## config.mk

```make
export PLATFORM = sky130hd
export DESIGN_NAME = wb_rom_loader
export DESIGN_NICKNAME = d
export VERILOG_FILES = /design/src/rtl/wb_rom_loader_pkg.sv /design/src/rtl/wb_rom_loader_pack.sv /design/src/rtl/wb_rom_loader.sv
export SDC_FILE = /design/constraint.sdc
export NUM_CORES = 1
export LEC_CHECK = 0
export CORE_AREA = 2 2 152 154
export DETAILED_ROUTE_END_ITERATION = 10
export DIE_AREA = 0 0 154 156
export PLACE_DENSITY = 0.74
export SYNTH_ARGS = -nofsm -noshare
export SYNTH_HDL_FRONTEND = slang
export SYNTH_HIERARCHICAL = 1
export SYNTH_SLANG_ARGS = --single-unit
export TNS_END_PERCENT = 1
```

## constraint.sdc

```tcl
create_clock -name wb_clk_i -period 3.8 [get_ports wb_clk_i]
set_input_delay 0.76 -clock wb_clk_i [delete_from_list [all_inputs] [get_ports wb_clk_i]]
set_output_delay 0.76 -clock wb_clk_i [all_outputs]
set_load 0.02 [all_outputs]
```

## src/rtl/wb_rom_loader_pkg.sv

```systemverilog
// Shared definitions for the Wishbone ROM loader.
//   - FSM state encodings (3-bit localparams)
//   - err_code_o encodings
//   - word_addr(): byte address of a word index relative to a base address
package wb_rom_loader_pkg;

  typedef logic [2:0] state_t;

  localparam state_t ST_IDLE  = 3'd0;
  localparam state_t ST_FILL  = 3'd1;
  localparam state_t ST_WR    = 3'd2;
  localparam state_t ST_RD    = 3'd3;
  localparam state_t ST_CHECK = 3'd4;
  localparam state_t ST_DONE  = 3'd5;
  localparam state_t ST_ERR   = 3'd6;

  localparam logic [1:0] ERR_NONE   = 2'd0;
  localparam logic [1:0] ERR_WR_TMO = 2'd1;
  localparam logic [1:0] ERR_RD_TMO = 2'd2;
  localparam logic [1:0] ERR_CSUM   = 2'd3;

  // Words are 4 bytes apart on the bus.
  function automatic logic [31:0] word_addr(input logic [31:0] base, input logic [9:0] idx);
    return base + {20'h0_0000, idx, 2'b00};
  endfunction

endpackage

```

## src/rtl/wb_rom_loader_pack.sv

```systemverilog
// Little-endian byte-to-word assembler.
// Ports:
//   clk_i, rst_n_i  clock, synchronous active-low reset
//   clr_i           drop any partially assembled word
//   take_i          byte_i is accepted this cycle
//   byte_i          incoming byte
//   word_nxt_o      word contents including the byte being accepted now
//   full_o          the byte accepted this cycle completes a word
module wb_rom_loader_pack
  import wb_rom_loader_pkg::*;
(
  input  logic        clk_i,
  input  logic        rst_n_i,
  input  logic        clr_i,
  input  logic        take_i,
  input  logic [7:0]  byte_i,
  output logic [31:0] word_nxt_o,
  output logic        full_o
);

  logic [31:0] word_q, word_d;
  logic [1:0]  cnt_q, cnt_d;

  // Next-state for byte buffer and byte count.
  always_comb begin
    word_d = word_q;
    cnt_d  = cnt_q;
    if (clr_i) begin
      word_d = 32'h0000_0000;
      cnt_d  = 2'd0;
    end else if (take_i) begin
      case (cnt_q)
        2'd0:    word_d[7:0]   = byte_i;
        2'd1:    word_d[15:8]  = byte_i;
        2'd2:    word_d[23:16] = byte_i;
        2'd3:    word_d[31:24] = byte_i;
        default: word_d        = word_q;
      endcase
      cnt_d = cnt_q + 2'd1;
    end else begin
      word_d = word_q;
      cnt_d  = cnt_q;
    end
  end

  // Byte buffer and count registers.
  always_ff @(posedge clk_i) begin
    if (!rst_n_i) begin
      word_q <= 32'h0000_0000;
      cnt_q  <= 2'd0;
    end else begin
      word_q <= word_d;
      cnt_q  <= cnt_d;
    end
  end

  // Exposing the next value lets the top launch the write on the cycle after the fourth byte.
  assign word_nxt_o = word_d;
  assign full_o     = take_i && !clr_i && (cnt_q == 2'd3);

endmodule

```

## src/rtl/wb_rom_loader.sv

```systemverilog
// Streams bytes into 32-bit words, writes them over Wishbone, reads them back
// and compares 32-bit modular sums of written and read data.
// Ports:
//   wb_clk_i, wb_rst_n_i   clock, synchronous active-low reset
//   start_i                begin a load (honoured in IDLE, DONE, ERR)
//   byte_i/byte_valid_i/byte_ready_o   byte stream handshake
//   wbm_*                  classic Wishbone master
//   busy_o, done_o, err_o, err_code_o  status
module wb_rom_loader
  import wb_rom_loader_pkg::*;
#(
  parameter int          WORDS     = 512,
  parameter logic [31:0] BASE_ADDR = 32'h3000_0000,
  parameter int          TIMEOUT   = 255
) (
  input  logic        wb_clk_i,
  input  logic        wb_rst_n_i,
  input  logic        start_i,
  input  logic [7:0]  byte_i,
  input  logic        byte_valid_i,
  output logic        byte_ready_o,
  output logic        wbm_cyc_o,
  output logic        wbm_stb_o,
  output logic        wbm_we_o,
  output logic [31:0] wbm_adr_o,
  output logic [31:0] wbm_dat_o,
  output logic [3:0]  wbm_sel_o,
  input  logic [31:0] wbm_dat_i,
  input  logic        wbm_ack_i,
  output logic        busy_o,
  output logic        done_o,
  output logic        err_o,
  output logic [1:0]  err_code_o
);

  localparam logic [9:0] IDX_LAST = 10'(WORDS - 1);
  localparam logic [7:0] TMO_LAST = 8'(TIMEOUT - 1);

  state_t      state_q, state_d;
  logic        cyc_q, cyc_d, we_q, we_d;
  logic [3:0]  sel_q, sel_d;
  logic [31:0] adr_q, adr_d, dat_q, dat_d;
  logic [9:0]  idx_q, idx_d;
  logic [7:0]  tmo_q, tmo_d;
  logic [31:0] wsum_q, wsum_d, rsum_q, rsum_d;
  logic        done_q, done_d, err_q, err_d;
  logic [1:0]  code_q, code_d;
  logic        ready_q, busy_q;

  logic        take_s, pack_clr_s, pack_full_s;
  logic [31:0] pack_word_s;

  assign take_s = byte_valid_i && ready_q;

  wb_rom_loader_pack u_pack (
    .clk_i      (wb_clk_i),
    .rst_n_i    (wb_rst_n_i),
    .clr_i      (pack_clr_s),
    .take_i     (take_s),
    .byte_i     (byte_i),
    .word_nxt_o (pack_word_s),
    .full_o     (pack_full_s)
  );

  // FSM next-state, bus launch/retire, sums and status.
  always_comb begin
    state_d    = state_q;
    cyc_d      = cyc_q;
    we_d       = we_q;
    sel_d      = sel_q;
    adr_d      = adr_q;
    dat_d      = dat_q;
    idx_d      = idx_q;
    tmo_d      = tmo_q;
    wsum_d     = wsum_q;
    rsum_d     = rsum_q;
    done_d     = done_q;
    err_d      = err_q;
    code_d     = code_q;
    pack_clr_s = 1'b0;
    case (state_q)
      ST_IDLE, ST_DONE, ST_ERR: begin
        if (start_i) begin
          state_d    = ST_FILL;
          idx_d      = 10'd0;
          wsum_d     = 32'h0000_0000;
          rsum_d     = 32'h0000_0000;
          done_d     = 1'b0;
          err_d      = 1'b0;
          code_d     = ERR_NONE;
          pack_clr_s = 1'b1;
        end else begin
          state_d = state_q;
        end
      end
      ST_FILL: begin
        if (pack_full_s) begin
          state_d = ST_WR;
          cyc_d   = 1'b1;
          we_d    = 1'b1;
          sel_d   = 4'hF;
          adr_d   = word_addr(BASE_ADDR, idx_q);
          dat_d   = pack_word_s;
          tmo_d   = 8'd0;
        end else begin
          state_d = ST_FILL;
        end
      end
      ST_WR: begin
        if (wbm_ack_i) begin
          cyc_d  = 1'b0;
          we_d   = 1'b0;
          sel_d  = 4'h0;
          adr_d  = 32'h0000_0000;
          dat_d  = 32'h0000_0000;
          wsum_d = wsum_q + dat_q;
          if (idx_q == IDX_LAST) begin
            idx_d   = 10'd0;
            state_d = ST_RD;
          end else begin
            idx_d   = idx_q + 10'd1;
            state_d = ST_FILL;
          end
        end else if (tmo_q == TMO_LAST) begin
          cyc_d   = 1'b0;
          we_d    = 1'b0;
          sel_d   = 4'h0;
          adr_d   = 32'h0000_0000;
          dat_d   = 32'h0000_0000;
          state_d = ST_ERR;
          err_d   = 1'b1;
          code_d  = ERR_WR_TMO;
        end else begin
          tmo_d = tmo_q + 8'd1;
        end
      end
      ST_RD: begin
        // A read is launched only from an idle bus, so every read cycle is
        // preceded by at least one cycle with cyc low.
        if (!cyc_q) begin
          cyc_d = 1'b1;
          we_d  = 1'b0;
          sel_d = 4'hF;
          adr_d = word_addr(BASE_ADDR, idx_q);
          dat_d = 32'h0000_0000;
          tmo_d = 8'd0;
        end else if (wbm_ack_i) begin
          cyc_d  = 1'b0;
          sel_d  = 4'h0;
          adr_d  = 32'h0000_0000;
          rsum_d = rsum_q + wbm_dat_i;
          if (idx_q == IDX_LAST) begin
            idx_d   = 10'd0;
            state_d = ST_CHECK;
          end else begin
            idx_d   = idx_q + 10'd1;
            state_d = ST_RD;
          end
        end else if (tmo_q == TMO_LAST) begin
          cyc_d   = 1'b0;
          sel_d   = 4'h0;
          adr_d   = 32'h0000_0000;
          state_d = ST_ERR;
          err_d   = 1'b1;
          code_d  = ERR_RD_TMO;
        end else begin
          tmo_d = tmo_q + 8'd1;
        end
      end
      ST_CHECK: begin
        if (wsum_q == rsum_q) begin
          state_d = ST_DONE;
          done_d  = 1'b1;
        end else begin
          state_d = ST_ERR;
          err_d   = 1'b1;
          code_d  = ERR_CSUM;
        end
      end
      default: begin
        state_d = ST_IDLE;
        cyc_d   = 1'b0;
        we_d    = 1'b0;
        sel_d   = 4'h0;
        adr_d   = 32'h0000_0000;
        dat_d   = 32'h0000_0000;
      end
    endcase
  end

  // State, bus and status registers.
  always_ff @(posedge wb_clk_i) begin
    if (!wb_rst_n_i) begin
      state_q <= ST_IDLE;
      cyc_q   <= 1'b0;
      we_q    <= 1'b0;
      sel_q   <= 4'h0;
      adr_q   <= 32'h0000_0000;
      dat_q   <= 32'h0000_0000;
      idx_q   <= 10'd0;
      tmo_q   <= 8'd0;
      wsum_q  <= 32'h0000_0000;
      rsum_q  <= 32'h0000_0000;
      done_q  <= 1'b0;
      err_q   <= 1'b0;
      code_q  <= ERR_NONE;
      ready_q <= 1'b0;
      busy_q  <= 1'b0;
    end else begin
      state_q <= state_d;
      cyc_q   <= cyc_d;
      we_q    <= we_d;
      sel_q   <= sel_d;
      adr_q   <= adr_d;
      dat_q   <= dat_d;
      idx_q   <= idx_d;
      tmo_q   <= tmo_d;
      wsum_q  <= wsum_d;
      rsum_q  <= rsum_d;
      done_q  <= done_d;
      err_q   <= err_d;
      code_q  <= code_d;
      ready_q <= (state_d == ST_FILL);
      busy_q  <= (state_d == ST_FILL) || (state_d == ST_WR) ||
                 (state_d == ST_RD)   || (state_d == ST_CHECK);
    end
  end

  assign byte_ready_o = ready_q;
  assign wbm_cyc_o    = cyc_q;
  assign wbm_stb_o    = cyc_q;
  assign wbm_we_o     = we_q;
  assign wbm_sel_o    = sel_q;
  assign wbm_adr_o    = adr_q;
  assign wbm_dat_o    = dat_q;
  assign busy_o       = busy_q;
  assign done_o       = done_q;
  assign err_o        = err_q;
  assign err_code_o   = code_q;

endmodule

```

**Run 1: signal wires on met1**

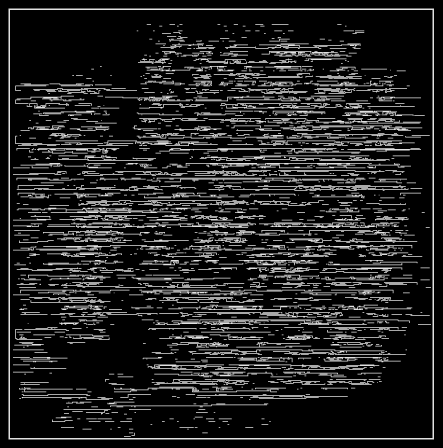
share of all routed wire: 44%
nets with wire on the layer: 1428
wire length on this layer: 12900 microns
M1 GR Usage: 31.36%
total routed wirelength: 29170 microns
detailed-route via count: 9942

**Run 1: M2 wires**

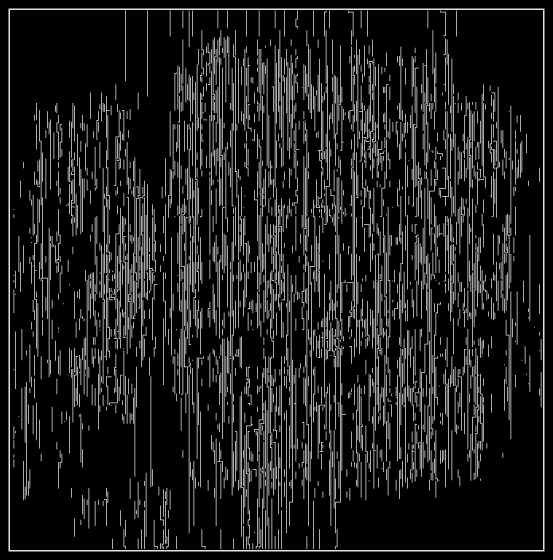
wire length on this layer: 14100 microns
share of all routed wire: 48%
longest straight run: 51.0 microns
met2 global-route usage: 41.34%

**Run 1: metal 3**

Scale bar: 50 microns.
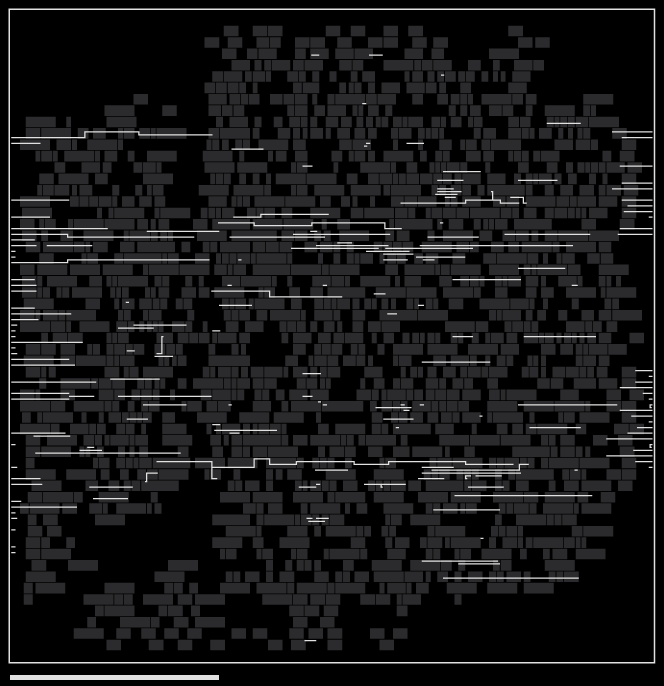
wire length on this layer: 1630 microns
nets with wire on the layer: 142
longest straight run: 36.3 microns
met3 track demand over resource: 4.944%

==> out/results.ini, run 1 <==
[final_timing]
slew_viol_final=0
min_period_ns=3.378
worst_pin_slew_ns=1.174
post-route-period-util_pct=88.90
finalSetupTns_ns=0
final_hold_viol_count=0
fin_skew_ns=0.009980
rsz0062_at_grt=no

[cts]
cts_tree=yes
cts_resized=0
numCtsBuffers=17
cts_hold_buf=0
clock-root-buffer=clkbuf_16
cts_setup_buffers=0
clk_pin_slew_worst_paths_ns=0.07
clockBufferDepth=2
h-tree-depth=4

[synthesis]
most_common_cell=dfxtp_1
fp_nets=1423
yosysTopAreaCell=dfxtp_1
yosysChipArea_sq_um=10960
yosys-dominant-comb-family=AND-OR/OR-AND gates
ys_sh_simple_pct=17.32
synth.cellmix.adderShare_pct=8.423
netlist_instances=1306
syn_avg_cell_area_sq_um=8.394
edf_count=0
ys_seq_share_pct=35.61
common_cells=dfxtp_1 (195), a21oi_1 (157), nor2_1 (126)
ys_cells=1306
ys_types=69
top_cells_by_area=dfxtp_1 (36%), ha_1 (7.9%), a21oi_1 (7.2%), xor2_1 (5.2%), nor2_1 (4.3%)
ys_async_sr_fraction_pct=0
mux_area_share_pct=0.2739
synth_flops=195
synth_top_area_share_pct=35.61

[worst_setup_path]
path_class=register to register
end_kind=register
start_kind=register
cp.arrival_ns=3.74

[final_layout]
fin_util_pct=57.94
final_cells=1694
antenna_cells=0
fillers=2033
lay_top_count=dfxtp_1
drive_gt1_share_pct=7.523
lay_top_cells=dfxtp_1 (195), a21oi_1 (157), nor2_1 (126)
area_delta_synth_final_pct=18.19

[floorplan]
die-area_sq_um=24020
core_sq_um=22370
fp_util_pct=49.02
die_w_microns=154

[place]
gp_congestion=0.9287
hpwlAfterDp_microns=21130
numPortBuffers=121

[routing]
drt-initial-drc-count=540
met1_length_microns=12920
wl_per_cell_microns=17.22
wl_met2_microns=14060
viasPerCell=5.869
top_signal_layer_used=met4
drcViolationCount=0
ant_nets=0
drtPass1Iterations=5
routed-wl-met3_microns=1629

[global_route]
grt_max_degree=67
gr-total-overflow=0
grt_antenna_before_repair=0
grt_pass1_wl_microns=47690
grt_busiest_layer=met2
grt_usage_pct=24.38
grt_pass1_vias=9522

[power_and_ir_drop]
p_leak_nw=5.524
power_density_nw_per_um2=320.1
ir_drop_v=0.0002525

[hold_path]
hold_path.class=register to register

[status]
outcome=finished, final reports clean

[flow_run]
tool_warnings=30

==> run 1: stage by stage <==
step | setup slack (ns) | hold slack (ns) | total power, mW | cell area (sq um)
after floorplan | 0.6914 | 0.4523 | 2.289 | 10960
after global placement | 0.1730 | 0.4457 | 2.400 | 12370
after detailed placement | 0.09989 | 0.4443 | 2.404 | 12370
after CTS | 0.4668 | 0.4610 | 4.172 | 12960
after global routing | 0.07651 | 0.4790 | 4.291 | 12960
final | 0.4217 | 0.4624 | 4.147 | 12960
==> run 1: area by class of cell <==
cell class | instances | area [sq um] | area share [%]
inverter | 22 | 82.58 | 0.6373
multi-input combinational | 1014 | 6633 | 51.19
clock inverter | 14 | 143.9 | 1.110
timing repair buffer | 146 | 1399 | 10.80
clock buffer | 18 | 439.2 | 3.389
sequential | 195 | 3904 | 30.13
tap | 285 | 356.6 | 2.752
==> run 1: worst max-delay path, cell delays in order (launching register included) <==
cell      delay [ns]
dfxtp_1         0.68
nand2b_1        0.34
nand3_1         0.10
o21ai_0         0.14
nand2b_1        0.15
inv_1           0.12
nor2_1          0.33
o21ai_0         0.17
nor3b_1         0.34
and2_1          0.62
a22oi_1         0.18
nor2_1          0.12
==> run 1: path summary, 6_finish.rpt <==
path                                  from            to  slack [ns]  depth (start not counted)
worst max-delay path            state_q[1]  wbm_adr_o[5]        0.42                         11
worst min-delay path                done_o        done_o        0.46                          2
worst max register to register  state_q[1]  wbm_adr_o[5]        0.42                         11
worst min register to register      done_o        done_o        0.46                          2
==> run 1: power by group <==
| group | leakage [nW] | total (mW) | switching [mW] | internal, mW |
|---|---|---|---|---|
| combinational | 3.67 | 0.301 | 0.192 | 0.109 |
| sequential | 1.57 | 2.06 | 0.00858 | 2.05 |
| clock | 0.286 | 1.79 | 0.845 | 0.944 |
| total | 5.52 | 4.15 | 1.05 | 3.10 |
**Run 1: routing congestion map**

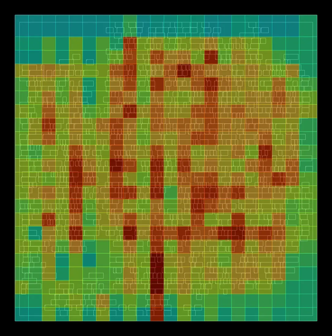

==> run 2: changes to the inputs <==
- CORE_AREA: 2 2 152 154 -> 2 2 160 162
- CTS_BUF_LIST: default -> sky130_fd_sc_hd__clkbuf_4
- DIE_AREA: 0 0 154 156 -> 0 0 162 164
- PLACE_DENSITY: 0.74 -> 0.68
**Run 2: routing congestion map**

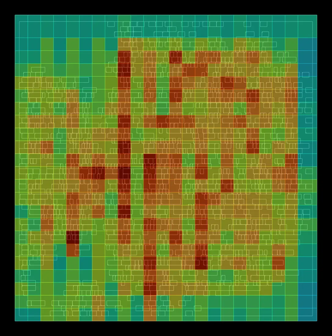
Avg WL per Cell: 16.95 microns
Layout Utilization: 51.25%
met2 global-route usage: 36.94%

==> out/results.ini, run 2 <==
[status]
outcome=finished, final reports clean

[synthesis]
yosysTopAreaCell=dfxtp_1
fp_nets=1423
synth_top_area_share_pct=35.61
ys_async_sr_fraction_pct=0
yosysWarnings=6
yosysChipArea_sq_um=10960
most_common_cell=dfxtp_1
top_cells_by_area=dfxtp_1 (36%), ha_1 (7.9%), a21oi_1 (7.2%), xor2_1 (5.2%), nor2_1 (4.3%)
netlist_instances=1306
edf_count=0
yosys_most_used_dff=dfxtp_1
synth_flops=195
ys_seq_share_pct=35.61
common_cells=dfxtp_1 (195), a21oi_1 (157), nor2_1 (126)
ys_cells=1306
ys_types=69
syn_avg_cell_area_sq_um=8.394
synth_area_sq_um=10960

[routing]
vias=9860
ant_nets=0
drcViolationCount=0
viasPerCell=5.663
routed-wl-met3_microns=1809
top_signal_layer_used=met4
drt-initial-drc-count=780
wl_met2_microns=13890
wl_microns=29510
drtPass1Iterations=5
met1_length_microns=13210

[flow_run]
tool_warnings=30
cap_violations=0

[power_and_ir_drop]
ir_drop_v=0.0001873
power_switching_mw=0.9635
p_clk_share_pct=30.7
seq_power_share_pct=60.4
p_int_mw=2.450
p_leak_nw=5.394
switching_share_pct=28.23
power_density_nw_per_um2=268.4
combPwrFrac_pct=8.9
finalPower_mw=3.414

[cts]
clk_pin_slew_worst_paths_ns=0.17
clock-root-buffer=clkbuf_4
clockBufferDepth=2
clk_latency_ns=0.59
cts_resized=0
clock_sinks=195
numCtsBuffers=17
cts_hold_buf=0
cts_tree=yes
cts_setup_buffers=0
h-tree-depth=4

[place]
hpwlAfterDp_microns=21490
numPortBuffers=121
placed_cells=1709
gp_congestion=0.8808
pre_cts_ws_ns=0.08560
dpl-instance-area_sq_um=12460

[global_route]
use_met3_pct=4.419
grt_max_degree=92
grt_pass1_wl_microns=47620
gr-total-overflow=0
grt_busiest_layer=met2
grt_usage_pct=22.23
grt_antenna_before_repair=1
grt_use_met1_pct=29.33
grt_pass1_vias=9424

[hold_path]
hp-start=done_o
min_delay_path_depth=2
min_to=done_o
hold_path.class=register to register

[final_timing]
min_period_ns=3.287
setup_slack_ns=0.5133
slew_viol_final=0
post-route-period-util_pct=86.49
slew_headroom_pct=20.22
setup_viol=0
holdWs_ns=0.4720
max_freq_mhz=304.3
finalSetupTns_ns=0
fin_skew_ns=0.03003
final_hold_viol_count=0
worst_pin_slew_ns=1.192
rsz0062_at_grt=no

[final_layout]
final_nets=1515
lay_top_cells=dfxtp_1 (195), a21oi_1 (157), nor2_1 (126)
area_delta_synth_final_pct=16.02
lay_top_count=dfxtp_1
fillers=2418
finalInstanceArea_sq_um=12720
drive_gt1_share_pct=7.589
final_cells=1741

[worst_setup_path]
rr_worst_depth=10
rr_startpoint=state_q[0]
cp.required_ns=4.32
crit-reg2reg-capture=wbm_adr_o[5]
path_max_fanout=17
start_kind=register
reg2reg_setup_slack_ns=0.51
path_class=register to register
end_kind=register
cp.arrival_ns=3.81

[floorplan]
die.size.y_microns=164
die-area_sq_um=26570
io_pins=122
rows=58
die_w_microns=162
core_sq_um=24820
fp_util_pct=44.17

==> run 2: layout make-up <==
cell class | count | area, sq um | share of cell area [%]
flip-flops and latches | 195 | 3904 | 30.69
repair buffers | 148 | 1426 | 11.21
clock buffers | 18 | 135.1 | 1.062
multi-input cells | 1014 | 6633 | 52.14
diodes | 1 | 2.502 | 0.01967
clock inverters | 13 | 123.9 | 0.9738
inverters | 22 | 82.58 | 0.6492
well taps | 330 | 412.9 | 3.246
==> run 2: cell families after synthesis <==
logic type | share of synthesized area, %
XOR/XNOR | 7.749
buffers and inverters | 4.097
AND/OR/NAND/NOR | 17.32
AND-OR/OR-AND | 26.52
multiplexers | 0.2739
flip-flops | 35.61
adder cells (fa/ha/maj) | 8.423
==> run 2: power by group through the flow <==
stage          clock network (mW)  registers [mW]  logic (mW)
2_1_floorplan                   0            2.10       0.186
3_3_place_gp                    0            2.10       0.300
3_5_place_dp                    0            2.11       0.301
4_1_cts                      1.08            2.06       0.303
5_1_grt                      1.16            2.06       0.330
6_report                     1.05            2.06       0.303
==> run 2: worst max path at each step <==
stage | end | from | slack [ns]
after floorplan | rsum_q[20] | wbm_dat_i[0] | 0.69
after global placement | rsum_q[28] | wbm_dat_i[0] | 0.15
after detailed placement | rsum_q[31] | wbm_dat_i[1] | 0.09
after CTS | wbm_adr_o[5] | state_q[0] | 0.57
after global routing | wbm_adr_o[5] | state_q[0] | 0.14
final | wbm_adr_o[5] | state_q[0] | 0.51
==> run 2: worst max-delay path, cell delays in order (launching register included) <==
cell,delay (ns)
dfxtp_1,0.76
nor2_1,0.23
o21ai_0,0.25
nand2b_1,0.16
inv_1,0.10
nor2_1,0.30
o21ai_0,0.18
nor3b_1,0.35
and2_1,0.59
a22oi_1,0.19
nor2_1,0.11
Power and IR drop assume default switching activity.
